Cell sizes after repair:
Scale bar: 50 um.
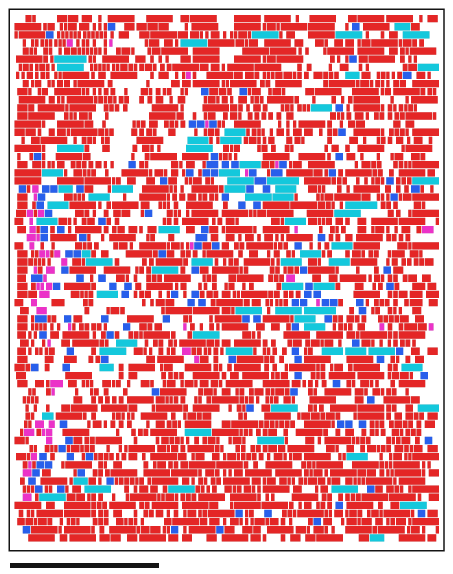
Cells coloured by class:
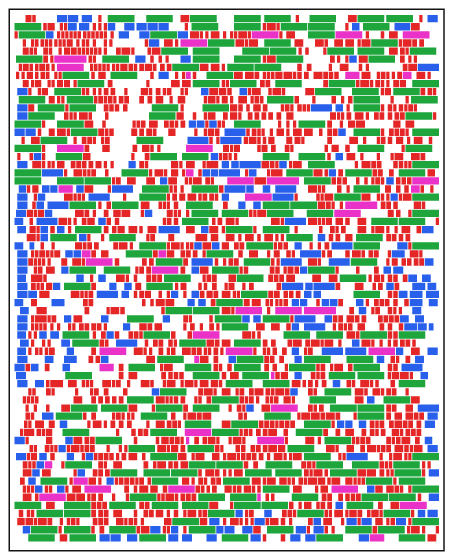
Clock network drawn from the DEF:
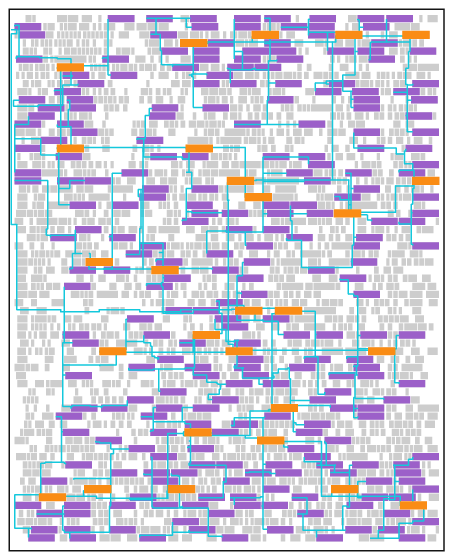
Clock nets:
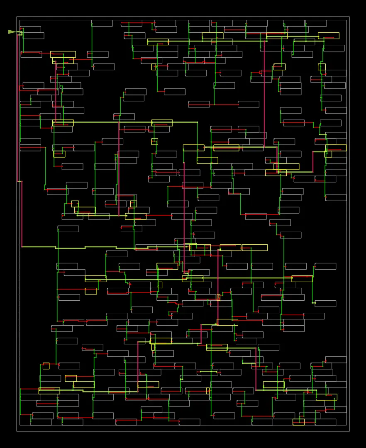
--- src/rtl/regfile_pkg.sv ---
// regfile_pkg: default sizes and port-slicing / write-arbitration helpers for regfile_sb.
package regfile_pkg;
  localparam int REG_ADDR_WIDTH_DEF = 4;
  localparam int REG_DATA_WIDTH_DEF = 16;
  localparam int REG_NUMBER_DEF = 16;
  localparam int NUM_RD_DEF = 2;
  localparam int NUM_WR_DEF = 2;
  localparam int MAX_W = 32;
  localparam int MAX_PORTS = 4;
  localparam int MAX_FLAT = MAX_W * MAX_PORTS;
  typedef logic [MAX_FLAT-1:0] flat_t;
  typedef logic [MAX_W-1:0] field_t;
  typedef logic [MAX_PORTS-1:0] port_vec_t;

  function automatic field_t slice_of(flat_t v, int w, int k);
    return field_t'((v >> (w * k)) & ((flat_t'(1) << w) - flat_t'(1)));
  endfunction

  // Highest-index enabled port writing a nonzero address wins; -1 when none.
  function automatic int win_port(port_vec_t en, flat_t addrs, int aw, int n, field_t a);
    int w;
    w = -1;
    for (int j = 0; j < n; j++)
      if (|((en >> j) & port_vec_t'(1)) && a != '0 && slice_of(addrs, aw, j) == a) w = j;
    return w;
  endfunction
endpackage

--- src/rtl/regfile_scoreboard.sv ---
// regfile_scoreboard: per-register pending-write bits with WAW issue stall.
module regfile_scoreboard
  import regfile_pkg::*;
#(
  parameter int REG_ADDR_WIDTH = REG_ADDR_WIDTH_DEF,
  parameter int REG_NUMBER = REG_NUMBER_DEF,
  parameter int NUM_WR = NUM_WR_DEF
) (
  input  logic                             clk,
  input  logic                             rst,
  input  logic [NUM_WR-1:0]                wr_en,
  input  logic [NUM_WR*REG_ADDR_WIDTH-1:0] wr_addr,
  input  logic                             iss_en,
  input  logic [REG_ADDR_WIDTH-1:0]        iss_addr,
  output logic                             iss_ready,
  output logic [REG_NUMBER-1:0]            busy_vec
);
  logic [REG_NUMBER-1:0] busy_vec_q, busy_vec_d;

  assign iss_ready = rst && (iss_addr == '0 || !busy_vec_q[iss_addr]);
  assign busy_vec = busy_vec_q;

  // Set is applied after clears so a new producer replaces the retiring one.
  always_comb begin
    busy_vec_d = busy_vec_q;
    for (int j = 0; j < NUM_WR; j++)
      if (wr_en[j]) busy_vec_d[wr_addr[j*REG_ADDR_WIDTH +: REG_ADDR_WIDTH]] = 1'b0;
    if (iss_en && iss_ready && iss_addr != '0) busy_vec_d[iss_addr] = 1'b1;
    busy_vec_d[0] = 1'b0;
  end

  always_ff @(posedge clk or negedge rst)
    if (!rst) busy_vec_q <= '0;
    else busy_vec_q <= busy_vec_d;
endmodule

--- src/rtl/regfile_sb.sv ---
// regfile_sb: multi-port register file with pending-write scoreboard.
// Define REGFILE_BYPASS_EN to forward same-cycle write data to the read ports.
module regfile_sb
  import regfile_pkg::*;
#(
  parameter int REG_ADDR_WIDTH = REG_ADDR_WIDTH_DEF,
  parameter int REG_DATA_WIDTH = REG_DATA_WIDTH_DEF,
  parameter int REG_NUMBER = REG_NUMBER_DEF,
  parameter int NUM_RD = NUM_RD_DEF,
  parameter int NUM_WR = NUM_WR_DEF
) (
  input  logic                             clk,
  input  logic                             rst,
  input  logic [NUM_RD*REG_ADDR_WIDTH-1:0] rd_addr,
  output logic [NUM_RD*REG_DATA_WIDTH-1:0] rd_data,
  output logic [NUM_RD-1:0]                rd_busy,
  input  logic [NUM_WR-1:0]                wr_en,
  input  logic [NUM_WR*REG_ADDR_WIDTH-1:0] wr_addr,
  input  logic [NUM_WR*REG_DATA_WIDTH-1:0] wr_data,
  input  logic                             iss_en,
  input  logic [REG_ADDR_WIDTH-1:0]        iss_addr,
  output logic                             iss_ready,
  output logic [REG_NUMBER-1:0]            busy_vec
);
  logic [REG_DATA_WIDTH-1:0] rf_q [REG_NUMBER];
  logic [REG_DATA_WIDTH-1:0] rf_d [REG_NUMBER];
  flat_t     ra_f, wa_f, wd_f;
  port_vec_t we_f;

  assign ra_f = flat_t'(rd_addr);
  assign wa_f = flat_t'(wr_addr);
  assign wd_f = flat_t'(wr_data);
  assign we_f = port_vec_t'(wr_en);

  regfile_scoreboard #(
    .REG_ADDR_WIDTH(REG_ADDR_WIDTH),
    .REG_NUMBER    (REG_NUMBER),
    .NUM_WR        (NUM_WR)
  ) u_sb (
    .clk      (clk),
    .rst      (rst),
    .wr_en    (wr_en),
    .wr_addr  (wr_addr),
    .iss_en   (iss_en),
    .iss_addr (iss_addr),
    .iss_ready(iss_ready),
    .busy_vec (busy_vec)
  );

  // Register 0 is never a write target, so it stays at its reset value of zero.
  always_comb begin
    rf_d = rf_q;
    for (int a = 1; a < REG_NUMBER; a++) begin
      int w;
      w = win_port(we_f, wa_f, REG_ADDR_WIDTH, NUM_WR, field_t'(a));
      if (w >= 0) rf_d[a] = REG_DATA_WIDTH'(slice_of(wd_f, REG_DATA_WIDTH, w));
    end
  end

  always_ff @(posedge clk or negedge rst)
    if (!rst) rf_q <= '{default: '0};
    else rf_q <= rf_d;

  for (genvar k = 0; k < NUM_RD; k++) begin : g_rd
    logic [REG_ADDR_WIDTH-1:0] ra;
    logic [REG_DATA_WIDTH-1:0] rv;
    logic                      rb;
`ifdef REGFILE_BYPASS_EN
    int fw;
`endif
    assign ra = REG_ADDR_WIDTH'(slice_of(ra_f, REG_ADDR_WIDTH, k));
    always_comb begin
      rv = rf_q[ra];
      rb = busy_vec[ra];
`ifdef REGFILE_BYPASS_EN
      fw = win_port(we_f, wa_f, REG_ADDR_WIDTH, NUM_WR, field_t'(ra));
      rv = (fw >= 0) ? REG_DATA_WIDTH'(slice_of(wd_f, REG_DATA_WIDTH, fw)) : rv;
      rb = (fw >= 0) ? 1'b0 : rb;
`endif
    end
    assign rd_data[k*REG_DATA_WIDTH +: REG_DATA_WIDTH] = (rst && ra != '0) ? rv : '0;
    assign rd_busy[k] = rst && ra != '0 && rb;
  end
endmodule

--- config.mk ---
export PLATFORM = sky130hd
export DESIGN_NAME = regfile_sb
export DESIGN_NICKNAME = d
export VERILOG_FILES = /design/src/rtl/regfile_pkg.sv /design/src/rtl/regfile_scoreboard.sv /design/src/rtl/regfile_sb.sv
export SDC_FILE = /design/constraint.sdc
export NUM_CORES = 1
export LEC_CHECK = 0
export ABC_AREA = 1
export CAP_MARGIN = 20
export CORE_ASPECT_RATIO = 1.25
export CORE_UTILIZATION = 60
export DETAILED_ROUTE_END_ITERATION = 16
export MAX_ROUTING_LAYER = met4
export PLACE_DENSITY = 0.83
export SYNTH_ARGS = -nofsm -noshare
export SYNTH_HDL_FRONTEND = slang
export SYNTH_SLANG_ARGS = --single-unit
--- constraint.sdc ---
create_clock -name clk -period 2.6 [get_ports clk]
set_input_delay 0.26 -clock clk [delete_from_list [all_inputs] [get_ports clk]]
set_output_delay 0.26 -clock clk [all_outputs]
set_load 0.02 [all_outputs]
==> flow_results.org <==
#+TITLE: Synthesis and PnR summary

** Run status
- The run finished, with violations left.
- Failing checks :: setup timing

** Placement
- Placed wire-length estimate after detailed placement :: 47070 um

** Yosys
- Post-synthesis cell count from yosys :: 2022
- Yosys reg bits :: 255
- The main area contributors are sky130_fd_sc_hd__dfrtp_1, sky130_fd_sc_hd__nand2_1, sky130_fd_sc_hd__o221ai_1, sky130_fd_sc_hd__a21oi_1, sky130_fd_sc_hd__nand3_1.
- Warnings reported by Yosys during synthesis add up to 0.
- Chip area estimate from yosys synthesis :: ~15000 sq um
- Number of distinct library cells after synthesis :: 28
- The average instance in the mapped netlist occupies 7.611 sq um.
- In the Yosys report, the sequential cells make up roughly two fifths of the chip area.
- Cell Area, Synth :: 15390 sq um
- The net count after synthesis is 2079.

** STA
- Rel. slew slack :: roughly two fifths
- The worst path in the final design needs a cycle of 2775 ps, including I/O delays and setup.
- Max Clk Rate :: 0.3604 GHz
- Final number of max-transition violations :: 0
- Adding up every negative setup slack in the final design gives -175.1 ps.
- Hold violation count in the final report :: 0
- Setup-violating endpoint count in the final report :: 1
- After layout, the worst setup slack is -175.1 ps.

** Critical path
- Data required, critical path :: 2340 ps
- Largest delay contributor family on the critical path :: AND-OR/OR-AND gates
- Setup CP Type :: input port to output port
- The timing report notes that buffer and inverter cells on the critical path total 4.
- The worst setup path is launched from an input port.
- The critical path's slowest stage uses the library cell sky130_fd_sc_hd__o211ai_1.
- Walking the worst path, the cells encountered are buf_4 > inv_2 > nor2_4 > inv_2 > o211ai_1 > nand3_1 > a21oi_2 > clkbuf_2.
- Slowest cell delay on critical path :: 700 ps
- The worst setup path is captured at an output port.

** Pwr
- Fraction of power consumed by sequential logic :: 42.2%
- Logic power comb :: 3.49 mW
- Switching power summed over all nets :: 4.553 mW
- The design draws 13.25 mW.
- Main power-consuming group :: sequential cells
- Static power due to leakage :: 8.304 nW
- Net switching is 34.36% of the power.
- Share of total power in combinational logic :: 26.3%
- Total power normalized to cell area comes to ~700 nW/um^2.
- Largest vdd supply drop :: 0.6201 mV

** Global routing
- Number of global-route vias before repair :: 17930
- The number of antenna violations at the first check in global routing was 2.
- Overflow left after global routing :: 0
- Total routing usage reported by global routing :: 55.35%
- Entering global routing, the biggest net connects between 80 and 90 pins.
- The first global-routing pass estimated about 110000 um of wire.

** Floorplanning
- Measured along the x axis, the die boundary spans 145.2 um.
- Rows :: 65
- Per the OpenROAD floorplan log, the area of the die is ~26000 sq um.
- The share of the core area taken by cells at floorplan is 61.04%.
- 108 I/O pins were placed.

** Job
- Reported max-cap violation count :: 0

** Routing
- Count of antenna-violating nets left after detailed routing :: 0
- Vias per std cell :: between 7 and 8
- Routed vias :: 18350
- Initial DRC count :: about 2900
- Total Routed Length :: 69980 um
- TritonRoute output was used to compute an average wire per cell of 27.91 um.

** Clocking
- After clock tree synthesis, the clock-pin slew on the worst setup and hold paths is 70 ps.
- TritonCTS built the clock tree.
- Number of buffers on the longest clock path :: 3
- Root buffer cell :: sky130_fd_sc_hd__clkbuf_16
- H-tree levels :: 1
- Once the clock tree was built, the setup fixing pass inserted 0 buffers.

** Layout
- According to the finish report, the design has a final net count of 2209.
- By instance count after routing, the leading logic cell types are sky130_fd_sc_hd__nand2_1, sky130_fd_sc_hd__dfrtp_1, sky130_fd_sc_hd__a21oi_1.
- Final cell count without fillers :: 2507
- Count of filler cells inserted in the layout :: 1985
- Top cell excl fill/tap :: sky130_fd_sc_hd__nand2_1
-- 'cell sizes after repair' (at the start) --
colour	size	cells
magenta	drive 2	52
cyan	drive 6 and up	72
blue	drive 3 to 4	138
red	drive 1 or less	1908
relative area change from synthesis to final layout: 21.55%
count of plain and timing-repair buffers in the layout: 266
Worst Slack Setup Final: -175.1 ps

-- 'cells coloured by class' (at the start) --
colour	class	cells	share of their area
red	all other logic	1602	45%
magenta	clock drivers and dummy loads	47	5.1%
blue	other buffers and delay cells	266	15%
green	flip-flops	255	35%
core area: 25210 sq um
area of all placed cells without fillers: 18710 sq um

-- 'clock network drawn from the DEF' (at the start) --
[purple] flip-flops | count: 255
[cyan] clock wires | length: 3280 um
[orange] cells driving clock nets | count: 27
flops lie	widely spread
insertion delay at the late pin of the worst-skew pair: 560 ps
Worst Clk Skew: 5.355 ps
P_clk: 4.16 mW

-- 'clock nets' (at the start) --
number of clock sinks: 255
Flops: 255
clk_buf instances: 35
CTS buffer count: 27

-- kinds of logic after synthesis --
| logic type | count (synthesis) | synth area share (%) |
|---|---|---|
| and+or+nand+nor | 762 | 21.32 |
| AOI/OAI and AO/OA | 658 | 28.10 |
| buffers and inverters | 346 | 9.097 |
| other | 1 | 0.02437 |
| DFF | 255 | 41.46 |
-- state kept, by name, summed over array words and instances (netlist names) --
name / count
u_sb.busy_vec: 15
rf_q: 240
-- cell usage after synthesis --
cell,number
sky130_fd_sc_hd__o21ai_0,116
sky130_fd_sc_hd__buf_1,12
sky130_fd_sc_hd__a21oi_1,237
sky130_fd_sc_hd__clkbuf_1,86
sky130_fd_sc_hd__clkinv_1,13
sky130_fd_sc_hd__nand4_1,49
sky130_fd_sc_hd__nand4_2,1
sky130_fd_sc_hd__nor2_1,35
sky130_fd_sc_hd__nand2_2,9
sky130_fd_sc_hd__nor3_1,1
sky130_fd_sc_hd__o211ai_1,87
sky130_fd_sc_hd__buf_4,7
sky130_fd_sc_hd__nand3_2,3
sky130_fd_sc_hd__a21oi_2,5
sky130_fd_sc_hd__o21ai_1,1
sky130_fd_sc_hd__nor3b_1,1
sky130_fd_sc_hd__nand3_1,156
sky130_fd_sc_hd__clkbuf_2,1
sky130_fd_sc_hd__nor2_2,7
sky130_fd_sc_hd__inv_1,148
sky130_fd_sc_hd__nor2_4,4
sky130_fd_sc_hd__buf_2,59
sky130_fd_sc_hd__inv_2,20
sky130_fd_sc_hd__dfrtp_1,255
sky130_fd_sc_hd__o221ai_1,211
sky130_fd_sc_hd__a21boi_1,1
sky130_fd_sc_hd__nand2_1,496
sky130_fd_sc_hd__conb_1,1
-- per-layer routing --
metal / GRT usage (%) / part of all wire [%]
met5: - / 0
met4: 45.73 / 10
met3: 14.62 / 14
met2: 79.42 / 43
met1: 65.18 / 33
-- worst paths after layout --
kind	start	end	slack (ps)	depth (start not counted)
worst max register to register	u_sb.busy_vec[2]	u_sb.busy_vec[11]	810	7
worst max-delay path	rd_addr[0]	rd_data[7]	-180	8
max in group asynchronous	rst	rf_q[63]	810	4
worst min-delay path	rst	rf_q[126]	160	2
worst min register to register	rf_q[3]	rf_q[3]	490	2
min in group clk	wr_data[10]	rf_q[26]	480	4
-- area by class of cell --
cell class | instances | area [sq um] | area share (%)
Inverter | 181 | 680.7 | 3.639
Clock buffer | 35 | 755.7 | 4.040
Tap cell | 335 | 419.2 | 2.241
Sequential cell | 255 | 6381 | 34.11
Multi-Input combinational cell | 1421 | 7626 | 40.77
Antenna cell | 2 | 5.005 | 0.02675
Clock inverter | 12 | 178.9 | 0.9565
Timing Repair Buffer | 266 | 2660 | 14.22
-- stage by stage --
step / utilization (%) / hold WS, ps / setup slack (ps)
2_1_floorplan: - / -35.59 / 839.6
3_3_place_gp: 70.44 / 120.1 / -354.1
3_5_place_dp: 70.44 / 121.1 / -383.5
4_1_cts: 74.07 / 152.7 / 10.88
5_1_grt: 74.20 / 180.8 / -64.32
6_report: 74.20 / 164.0 / -175.1
-- repair_timing --
item | CTS | global route
hold buffers | 1 | 0
gates resized | 34 | 12
endpoints found under the hold margin | 16 | 0
setup endpoints to repair | 35 | 10
pin swaps | 0 | 4
No activity file was given, so power comes from the tool's default toggle rates.
